### config.mk
export PLATFORM = sky130hd
export DESIGN_NAME = ascon_perm_engine
export DESIGN_NICKNAME = d
export VERILOG_FILES = /design/src/rtl/ascon_perm_pkg.sv /design/src/rtl/ascon_sbox_vec.sv /design/src/rtl/ascon_perm_engine.sv
export SDC_FILE = /design/constraint.sdc
export NUM_CORES = 1
export LEC_CHECK = 0
export ABC_CLOCK_PERIOD_IN_PS = 2600
export CAP_MARGIN = 40
export CORE_ASPECT_RATIO = 0.5
export CORE_UTILIZATION = 35
export DETAILED_ROUTE_END_ITERATION = 8
export PLACE_DENSITY = 0.58
export SLEW_MARGIN = 20
export SYNTH_ARGS = -nofsm -noshare
export SYNTH_HDL_FRONTEND = slang
export SYNTH_SLANG_ARGS = --single-unit
### constraint.sdc
create_clock -name clk -period 2.6 [get_ports clk]
set_input_delay 0.65 -clock clk [delete_from_list [all_inputs] [get_ports clk]]
set_output_delay 0.65 -clock clk [all_outputs]
set_load 0.02 [all_outputs]
### src/rtl/ascon_perm_pkg.sv
// Shared definitions for the ASCON permutation engine: FSM states, linear-layer
// rotation amounts and the round-constant function.
package ascon_perm_pkg;

    typedef enum logic [2:0] {
        ST_IDLE,
        ST_LOAD,
        ST_CONST,
        ST_SBOX,
        ST_LIN,
        ST_UNLOAD
    } state_e;

    localparam int NUM_LANES      = 5;
    localparam int LANE_W         = 64;
    localparam int LAST_ROUND_IDX = 12;

    // Per-lane right-rotation pairs of the linear diffusion layer, x0..x4.
    localparam int ROT_A [NUM_LANES] = '{19, 61, 1, 10, 7};
    localparam int ROT_B [NUM_LANES] = '{28, 39, 6, 17, 41};

    function automatic logic [7:0] round_const(input logic [3:0] idx);
        logic [3:0] hi;
        hi = 4'd15 - idx;
        return {hi, idx};
    endfunction

    function automatic logic [LANE_W-1:0] rotr64(input logic [LANE_W-1:0] x,
                                                 input int unsigned n);
        return (x >> n) | (x << (LANE_W - n));
    endfunction

endpackage

### src/rtl/ascon_sbox_vec.sv
// SLICE_W parallel ASCON 5-bit S-boxes in bit-sliced form; bit b of every lane
// input forms one 5-bit column (x0 is the column MSB).
module ascon_sbox_vec #(
    parameter int SLICE_W = 1
) (
    input  logic [SLICE_W-1:0] x0_i,
    input  logic [SLICE_W-1:0] x1_i,
    input  logic [SLICE_W-1:0] x2_i,
    input  logic [SLICE_W-1:0] x3_i,
    input  logic [SLICE_W-1:0] x4_i,
    output logic [SLICE_W-1:0] x0_o,
    output logic [SLICE_W-1:0] x1_o,
    output logic [SLICE_W-1:0] x2_o,
    output logic [SLICE_W-1:0] x3_o,
    output logic [SLICE_W-1:0] x4_o
);

    logic [SLICE_W-1:0] a0, a1, a2, a3, a4;
    logic [SLICE_W-1:0] b0, b1, b2, b3, b4;

    always_comb begin
        a0 = x0_i ^ x4_i;
        a1 = x1_i;
        a2 = x2_i ^ x1_i;
        a3 = x3_i;
        a4 = x4_i ^ x3_i;
        // Chi-like nonlinear step
        b0 = a0 ^ (~a1 & a2);
        b1 = a1 ^ (~a2 & a3);
        b2 = a2 ^ (~a3 & a4);
        b3 = a3 ^ (~a4 & a0);
        b4 = a4 ^ (~a0 & a1);
        x0_o = b0 ^ b4;
        x1_o = b1 ^ b0;
        x2_o = ~b2;
        x3_o = b3 ^ b2;
        x4_o = b4;
    end

endmodule

### src/rtl/ascon_perm_engine.sv
// Serialized ASCON permutation: SLICE_W bits per lane per cycle for load, S-box
// and unload. Optional macro ASCON_PERM_ROUND_CHECK_EN adds an err output.
//   state     | meaning
//   ST_IDLE   | waiting for start, num_rounds captured on start
//   ST_LOAD   | shifting BEATS input slices into the lanes
//   ST_CONST  | XOR round constant into x2[7:0]
//   ST_SBOX   | BEATS cycles of column substitution, MSB slice first
//   ST_LIN    | linear diffusion of all lanes, advance round index
//   ST_UNLOAD | presenting BEATS result slices
module ascon_perm_engine
    import ascon_perm_pkg::*;
#(
    parameter int SLICE_W    = 1,
    parameter int MAX_ROUNDS = 12
) (
    input  logic                 clk,
    input  logic                 rst,
    input  logic                 start,
    input  logic [3:0]           num_rounds,
    input  logic                 in_valid,
    output logic                 in_ready,
    input  logic [5*SLICE_W-1:0] data_in,
    output logic                 out_valid,
    input  logic                 out_ready,
    output logic [5*SLICE_W-1:0] data_out,
    output logic                 out_last,
    output logic                 busy
`ifdef ASCON_PERM_ROUND_CHECK_EN
    ,
    output logic                 err
`endif
);

    localparam int               BEATS     = LANE_W / SLICE_W;
    localparam int               CNT_W     = (BEATS > 1) ? $clog2(BEATS) : 1;
    localparam logic [CNT_W-1:0] LAST_BEAT = CNT_W'(BEATS - 1);
    localparam logic [3:0]       MAX_R     = 4'(MAX_ROUNDS);
    localparam logic [3:0]       END_IDX   = 4'(LAST_ROUND_IDX);

    state_e             state_q;
    logic [LANE_W-1:0]  x_q [NUM_LANES];
    logic [CNT_W-1:0]   beat_q;
    logic [3:0]         rnd_q;
    logic               in_ready_q;
    logic               out_valid_q;
    logic               out_last_q;
    logic               busy_q;

    logic               beat_last;
    logic [CNT_W-1:0]   beat_d;
    logic [3:0]         rnd_d;
    logic               rounds_bad;
    logic               start_ok;
    logic [3:0]         rnd_init;

    logic [SLICE_W-1:0] top_s  [NUM_LANES];
    logic [SLICE_W-1:0] din_s  [NUM_LANES];
    logic [SLICE_W-1:0] sbox_s [NUM_LANES];
    logic [LANE_W-1:0]  load_d [NUM_LANES];
    logic [LANE_W-1:0]  sbox_d [NUM_LANES];
    logic [LANE_W-1:0]  lin_d  [NUM_LANES];
    logic [LANE_W-1:0]  shl_d  [NUM_LANES];

    always_comb begin
        beat_last  = (beat_q == LAST_BEAT);
        beat_d     = beat_last ? '0 : beat_q + 1'b1;
        rnd_d      = rnd_q + 4'd1;
        rounds_bad = (num_rounds == 4'd0) || (num_rounds > MAX_R);
    end

`ifdef ASCON_PERM_ROUND_CHECK_EN
    logic err_q;
    assign start_ok = start && !rounds_bad;
    assign rnd_init = END_IDX - num_rounds;
    assign err      = err_q;
`else
    localparam logic [3:0] CLAMP_IDX = 4'(LAST_ROUND_IDX - MAX_ROUNDS);
    assign start_ok = start;
    assign rnd_init = rounds_bad ? CLAMP_IDX : END_IDX - num_rounds;
`endif

    // Every serial phase shifts lanes left by one slice: after BEATS shifts the
    // slice order is restored, so load, substitution and unload share one path.
    for (genvar j = 0; j < NUM_LANES; j++) begin : g_lane
        assign top_s[j]  = x_q[j][LANE_W-1 -: SLICE_W];
        assign din_s[j]  = data_in[(NUM_LANES-j)*SLICE_W-1 -: SLICE_W];
        assign shl_d[j]  = x_q[j] << SLICE_W;
        assign load_d[j] = shl_d[j] | LANE_W'(din_s[j]);
        assign sbox_d[j] = shl_d[j] | LANE_W'(sbox_s[j]);
        assign lin_d[j]  = x_q[j] ^ rotr64(x_q[j], ROT_A[j]) ^ rotr64(x_q[j], ROT_B[j]);
    end

    ascon_sbox_vec #(
        .SLICE_W (SLICE_W)
    ) u_sbox (
        .x0_i (top_s[0]),
        .x1_i (top_s[1]),
        .x2_i (top_s[2]),
        .x3_i (top_s[3]),
        .x4_i (top_s[4]),
        .x0_o (sbox_s[0]),
        .x1_o (sbox_s[1]),
        .x2_o (sbox_s[2]),
        .x3_o (sbox_s[3]),
        .x4_o (sbox_s[4])
    );

    always_ff @(posedge clk or negedge rst) begin
        if (!rst) begin
            state_q     <= ST_IDLE;
            for (int j = 0; j < NUM_LANES; j++) x_q[j] <= '0;
            beat_q      <= '0;
            rnd_q       <= '0;
            in_ready_q  <= 1'b0;
            out_valid_q <= 1'b0;
            out_last_q  <= 1'b0;
            busy_q      <= 1'b0;
`ifdef ASCON_PERM_ROUND_CHECK_EN
            err_q       <= 1'b0;
`endif
        end else begin
`ifdef ASCON_PERM_ROUND_CHECK_EN
            err_q <= (state_q == ST_IDLE) && start && rounds_bad;
`endif
            case (state_q)
                ST_IDLE: begin
                    if (start_ok) begin
                        state_q    <= ST_LOAD;
                        rnd_q      <= rnd_init;
                        beat_q     <= '0;
                        in_ready_q <= 1'b1;
                        busy_q     <= 1'b1;
                    end
                end
                ST_LOAD: begin
                    if (in_valid && in_ready_q) begin
                        for (int j = 0; j < NUM_LANES; j++) x_q[j] <= load_d[j];
                        beat_q <= beat_d;
                        if (beat_last) begin
                            in_ready_q <= 1'b0;
                            state_q    <= ST_CONST;
                        end
                    end
                end
                ST_CONST: begin
                    x_q[2]  <= x_q[2] ^ {56'd0, round_const(rnd_q)};
                    state_q <= ST_SBOX;
                end
                ST_SBOX: begin
                    for (int j = 0; j < NUM_LANES; j++) x_q[j] <= sbox_d[j];
                    beat_q <= beat_d;
                    if (beat_last) state_q <= ST_LIN;
                end
                ST_LIN: begin
                    for (int j = 0; j < NUM_LANES; j++) x_q[j] <= lin_d[j];
                    rnd_q <= rnd_d;
                    if (rnd_d < END_IDX) begin
                        state_q <= ST_CONST;
                    end else begin
                        state_q     <= ST_UNLOAD;
                        out_valid_q <= 1'b1;
                        out_last_q  <= (LAST_BEAT == '0);
                    end
                end
                ST_UNLOAD: begin
                    if (out_valid_q && out_ready) begin
                        for (int j = 0; j < NUM_LANES; j++) x_q[j] <= shl_d[j];
                        beat_q     <= beat_d;
                        out_last_q <= (beat_d == LAST_BEAT);
                        if (beat_last) begin
                            state_q     <= ST_IDLE;
                            out_valid_q <= 1'b0;
                            out_last_q  <= 1'b0;
                            busy_q      <= 1'b0;
                            rnd_q       <= '0;
                        end
                    end
                end
                default: begin
                    state_q <= ST_IDLE;
                end
            endcase
        end
    end

    assign in_ready  = in_ready_q;
    assign out_valid = out_valid_q;
    assign out_last  = out_last_q;
    assign busy      = busy_q;
    assign data_out  = out_valid_q ? {top_s[0], top_s[1], top_s[2], top_s[3], top_s[4]}
                                   : '0;

endmodule

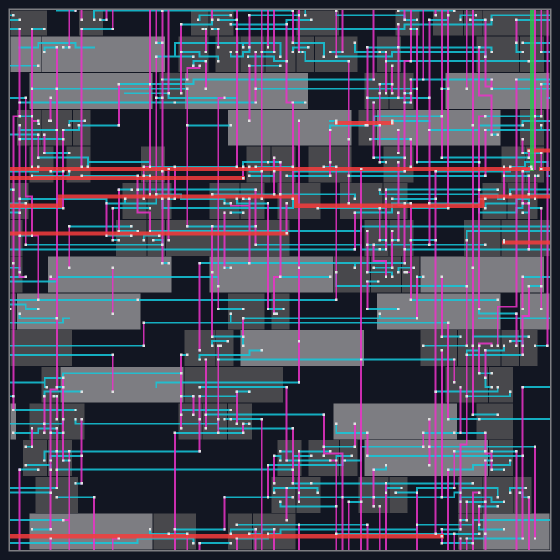
*Close-up of the layout, run 1*
Region (155, 68) to (195, 108) microns. Cells in grey, sequential cells in the stronger grey; small squares are vias.
magenta -> met2
green -> met4
red -> met3
cyan -> met1
cells with their middle in the window = 109
sequential cells in the window = 17
netlist names of flops here include = shl_d (17)
most frequent = a21oi_1 (27), dfrtp_1 (17)

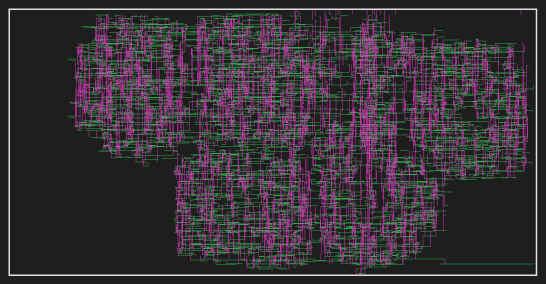
*Routed metal, one colour a layer, run 1*
Scale: 1.5 px per micron. Only two layers are drawn.
magenta -> met2  # wire length 26.5 mm
green -> met1  # wire length 27.5 mm

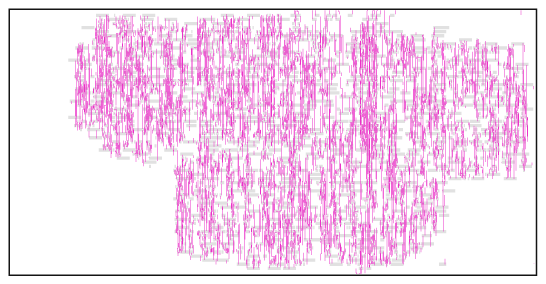
*Signal wires on met2, run 1*
Scale: 1.5 px per micron.
main direction = vertical
nets with wire on the layer = 1,967
wire length on this layer = 26.5 mm

==> run 1: what timing repair did <==
item | 4_1_cts | 5_1_grt
hold endpoints to repair | 0 | 0
endpoints found under the setup margin | 1 | 5
setup buffers | 0 | 0
resized | 1 | 2
==> run 1: cell usage after synthesis (all sizes together) (2+ instances only) <==
cell	count	area, sq um
nor3	315	1580
o22ai	319	2000
clkbuf	44	166
nor2	20	75.1
o2111ai	2	17.5
and2	5	31.3
inv	320	1200
nor2b	3	18.8
a2bb2oi	2	23.8
nor4	2	12.5
o22a	2	17.5
nand2	30	115
a31oi	2	12.5
a21oi	646	3240
nand3	12	60.1
and2b	2	16.3
a221o	5	50.1
o21ai	19	95.1
nor3b	4	35.0
nand4	2	12.5
buf	149	748
ha	6	75.1
a22oi	4	35.0
a221oi	4	35.0
xor2	7	61.3
o31ai	2	15.0
nand2b	6	37.5
dfrtp	337	8430
a211o	2	17.5
mux2i	2	20.0
xnor2	326	2860
==> run 1: layout by cell type, fill, tap and decap left out, drive strengths merged, types with 3 or more instances in the layout <==
cell and instances:
a221o 5, and2 5, xor2 7, nand2b 6, a221oi 4, nor3 315
ha 6, nor3b 4, buf 66, clkbuf 55, nor2b 3, a22oi 4
xnor2 326, clkdlybuf4s50 21, o22ai 319, dfrtp 337, nand3 12, a21oi 646
inv 321, o21ai 19, nand2 30, nor2 20, clkinv 6
==> run 1: where the power goes <==
group / internal (uW) / switching (uW)
clock: 3150 / 2330
sequential: 6970 / 3610
combinational: 4060 / 3480
==> run 1: layer usage <==
metal / vias up / global-route usage [%] / wire [microns]
met4: 0 / 4.22 / 989
met3: 64 / 2.28 / 1890
met2: 287 / 29.3 / 26500
li1: 9105 / - / -
met5: - / 0 / 0
met1: 9144 / 26.1 / 27500
==> commit_impl_results.txt, run 1 <==
Add synthesis and place-and-route results

- Result of the run: finished clean
- Buffer and inverter count on the worst path: 1
- Number of instances in the synthesized netlist: 2,619
- Total track usage: 18.3%
- Worst-case register-to-register setup slack: 0.42 ns
* Master cell of the clock root buffer: sky130_fd_sc_hd__clkbuf_16
- Of the total standard cell area in the layout, the sequential portion is 35.6%.
- Non-CTS inverters: approximately 320
- Number of buffers created by CTS: 37
* Final Setup Violations: 0
- DRC Markers: 0
- In the post-route analysis, the smallest setup slack over all paths is 0.104 ns.
- At the end of the flow the core is filled with cells to between 30 and 40%.
* Routed length per placed instance: about 17 microns
* Drt pass-1 iters: 5
- In the final layout, the fill cell count is around 6,000.
- The register with the most flip-flops in the layout has 315 of them.
- Summing internal, switching and leakage power gives about 24,000 uW.
- The synthesized netlist occupies a cell area of around 21,000 sq um.
- For this run, the leading register cell type out of synthesis is sky130_fd_sc_hd__dfrtp_1.
- The critical path runs through a total of 2 cells.
- Number of global-route vias before repair: about 17,000
- In this run, the synthesized area fraction spent on xor and xnor cells is recorded as a little over an eighth.
- Of the total synthesized cell area, the portion taken by AND-OR and OR-AND cells is 26.6%.
- Reg-to-reg startpoint: state_q[0]
* Sequential cell area fraction in the yosys report: between 30% and 40%
- Hold Slack: 0.0189 ns
- Peak supply drop: 430 uV
- Number of antenna violations at the first check in global routing: 0
- Via count: 18,600
- Flops & latches, synth: 337
- For reference, full adder, half adder and majority cells occupy less than 1% of the area reported after synthesis.
- In the synthesized netlist, the dominant kind of combinational cell is AND-OR/OR-AND gates.
* Final setup skew: 0.0128 ns
- Counting every sink on the clock net gives 337.
- After clock tree synthesis, the flow added hold-fix buffers numbering 0.
- At the end of the flow, the number of nets in the layout was 2,572.
- In the final layout, non-clock buffers account for between 4 and 5% of the cell area.
* Latency at later pin: 0.55 ns
- Global-route wire length before repair: 94.0 mm
* Number of clock buffers in the layout: 55
* Floorplan Core Area: 59,600 sq um
* Repair and plain buffers: 87
* Number of cells in the design after placement: 3,325
- The transition time recorded at the tightest slew-check pin is 0.657 ns.
- Proportion of synthesized area in mux cells: less than 1%
==> run 2: changes to the inputs <==
Settings changed: SLEW_MARGIN 20 to unset.
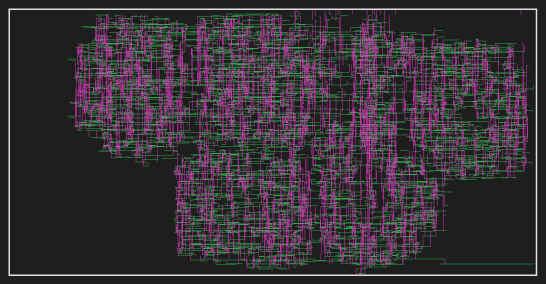
*Routed metal, one colour a layer, run 2*
Scale: 1.5 px per micron. Only two layers are drawn.
magenta -> met2  # wire length 26.5 mm
green -> met1  # wire length 27.5 mm

==> commit_impl_results.txt, run 2 <==
Add synthesis and place-and-route results

- The part of the power in registers was 44.8% (about the same).
* Hold Slack: 0.0189 ns (unchanged)
- Library cell with the largest summed area after synthesis: sky130_fd_sc_hd__dfrtp_1
* Switching share of total power: 39.9% (unchanged)
- The number of DRC violations after detailed routing was 0 (unchanged).
- Final setup skew: 0.0128 ns (unchanged)
- Total of fill cells in the finished design: 6,045 (unchanged)
* Count of instances resized after the clock tree is built: 1 (unchanged)
- The share of total power in combinational logic is 31.9% (about the same).
- The total clock buffers created by CTS is 37 (unchanged).
* Drt pass-1 iters: 5 (unchanged)
* Sequential cell area fraction in the yosys report: 39.7% (unchanged)
- The number of hold buffers added after CTS came to 0 (unchanged).
- GR Util met2: 29.3% (unchanged)
* Via count: 18,600 (unchanged)
* Top FF cell, synth: sky130_fd_sc_hd__dfrtp_1
- The initial antenna violation count is 0 (unchanged).
* Power consumption: 23,600 uW (unchanged)
- Top cell excl fill/tap: sky130_fd_sc_hd__a21oi_1
- Result of the run: finished clean
* Final core utilization: 39.8% (unchanged)
- Slew at the pin with the worst max-slew slack: 0.657 ns (unchanged)
* Total track usage: 18.3% (unchanged)
* Flops & latches, synth: 337 (unchanged)
* Cell with the most instances after synthesis: sky130_fd_sc_hd__a21oi_1
- The met1 routing resource usage after global routing came to 26.1% (unchanged).
- The tree is rooted in a sky130_fd_sc_hd__clkbuf_16.
- The tally of clock buffers in the finished layout came to 55 (unchanged).
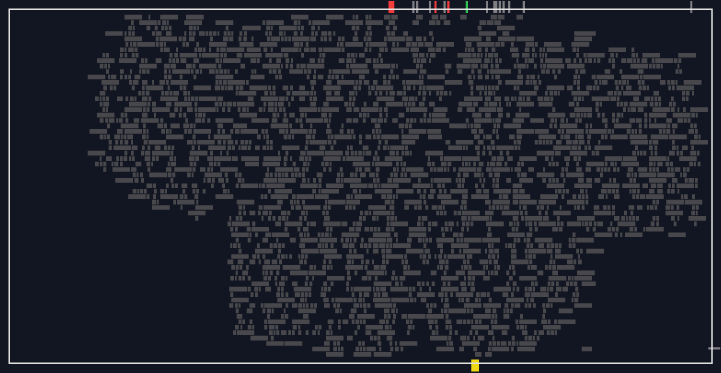
*Pin placement, run 2*
Scale: 2 px per micron. Pins as bars across the die edge, other pins in grey.
yellow -> num_rounds  # pins 4, direction input, edge south
green -> out_valid  # pins 1, direction output, edge north
red -> data_out  # pins 5, direction output, edge north
all pins by edge = 18 north, 4 south, 1 east
count of port buffers added during placement: 22
die height: 176 microns
Die W: 351 microns

[run 2: cell counts after synthesis]
No cell type changed its count.
[run 2: power groups by stage]
stage | registers, uW | logic (uW) | clock network, uW
after floorplan | 9320 | 6480 | 0
after global placement | 10600 | 7310 | 0
after detailed placement | 10600 | 7490 | 0
after CTS | 10600 | 7570 | 5600
after global routing | 10900 | 8520 | 5790
final | 10600 | 7540 | 5470
[run 2: logic make-up (layout without fill, tap and decap cells)]
group	count (synthesis)	count (layout)	synth area share [%]
adders and majority gates	7	7	0.400
muxes	3	3	0.147
and+or+nand+nor	405	405	9.51
DFF	337	337	39.7
xor gates and xnor gates	333	333	13.7
AOI/OAI and AO/OA	1021	1021	26.6
buffers and inverters	513	472	9.95
[run 2: layer usage]
metal  vias to the layer above  wire length, microns  part of all wire [%]
met5                         -                     0                     0
met4                         0                   989                   1.7
met3                        64                  1890                   3.3
met2                       287                 26500                    47
met1                      9144                 27500                    48
li1                       9105                     -                     -
[run 2: worst max-delay path, delay by kind of cell (launching register included)]
kind / cells / cell delay, ns
AND/OR/NAND/NOR: 1 / 0.18
flip-flops: 1 / 0.53
buffers and inverters: 1 / 0.59
[run 2: worst paths after layout]
check	endpoint	slack, ns	cells after the start	startpoint
worst max register to register	shl_d[318]	0.42	6	state_q[0]
worst max-delay path	data_out[3]	0.10	2	top_s[3]
min in group clk	busy	0.53	2	busy
max in group asynchronous	shl_d[195]	1.77	2	rst
worst min-delay path	shl_d[156]	0.02	1	rst
worst min register to register	busy	0.53	2	busy
No activity file was given, so power comes from the tool's default toggle rates.
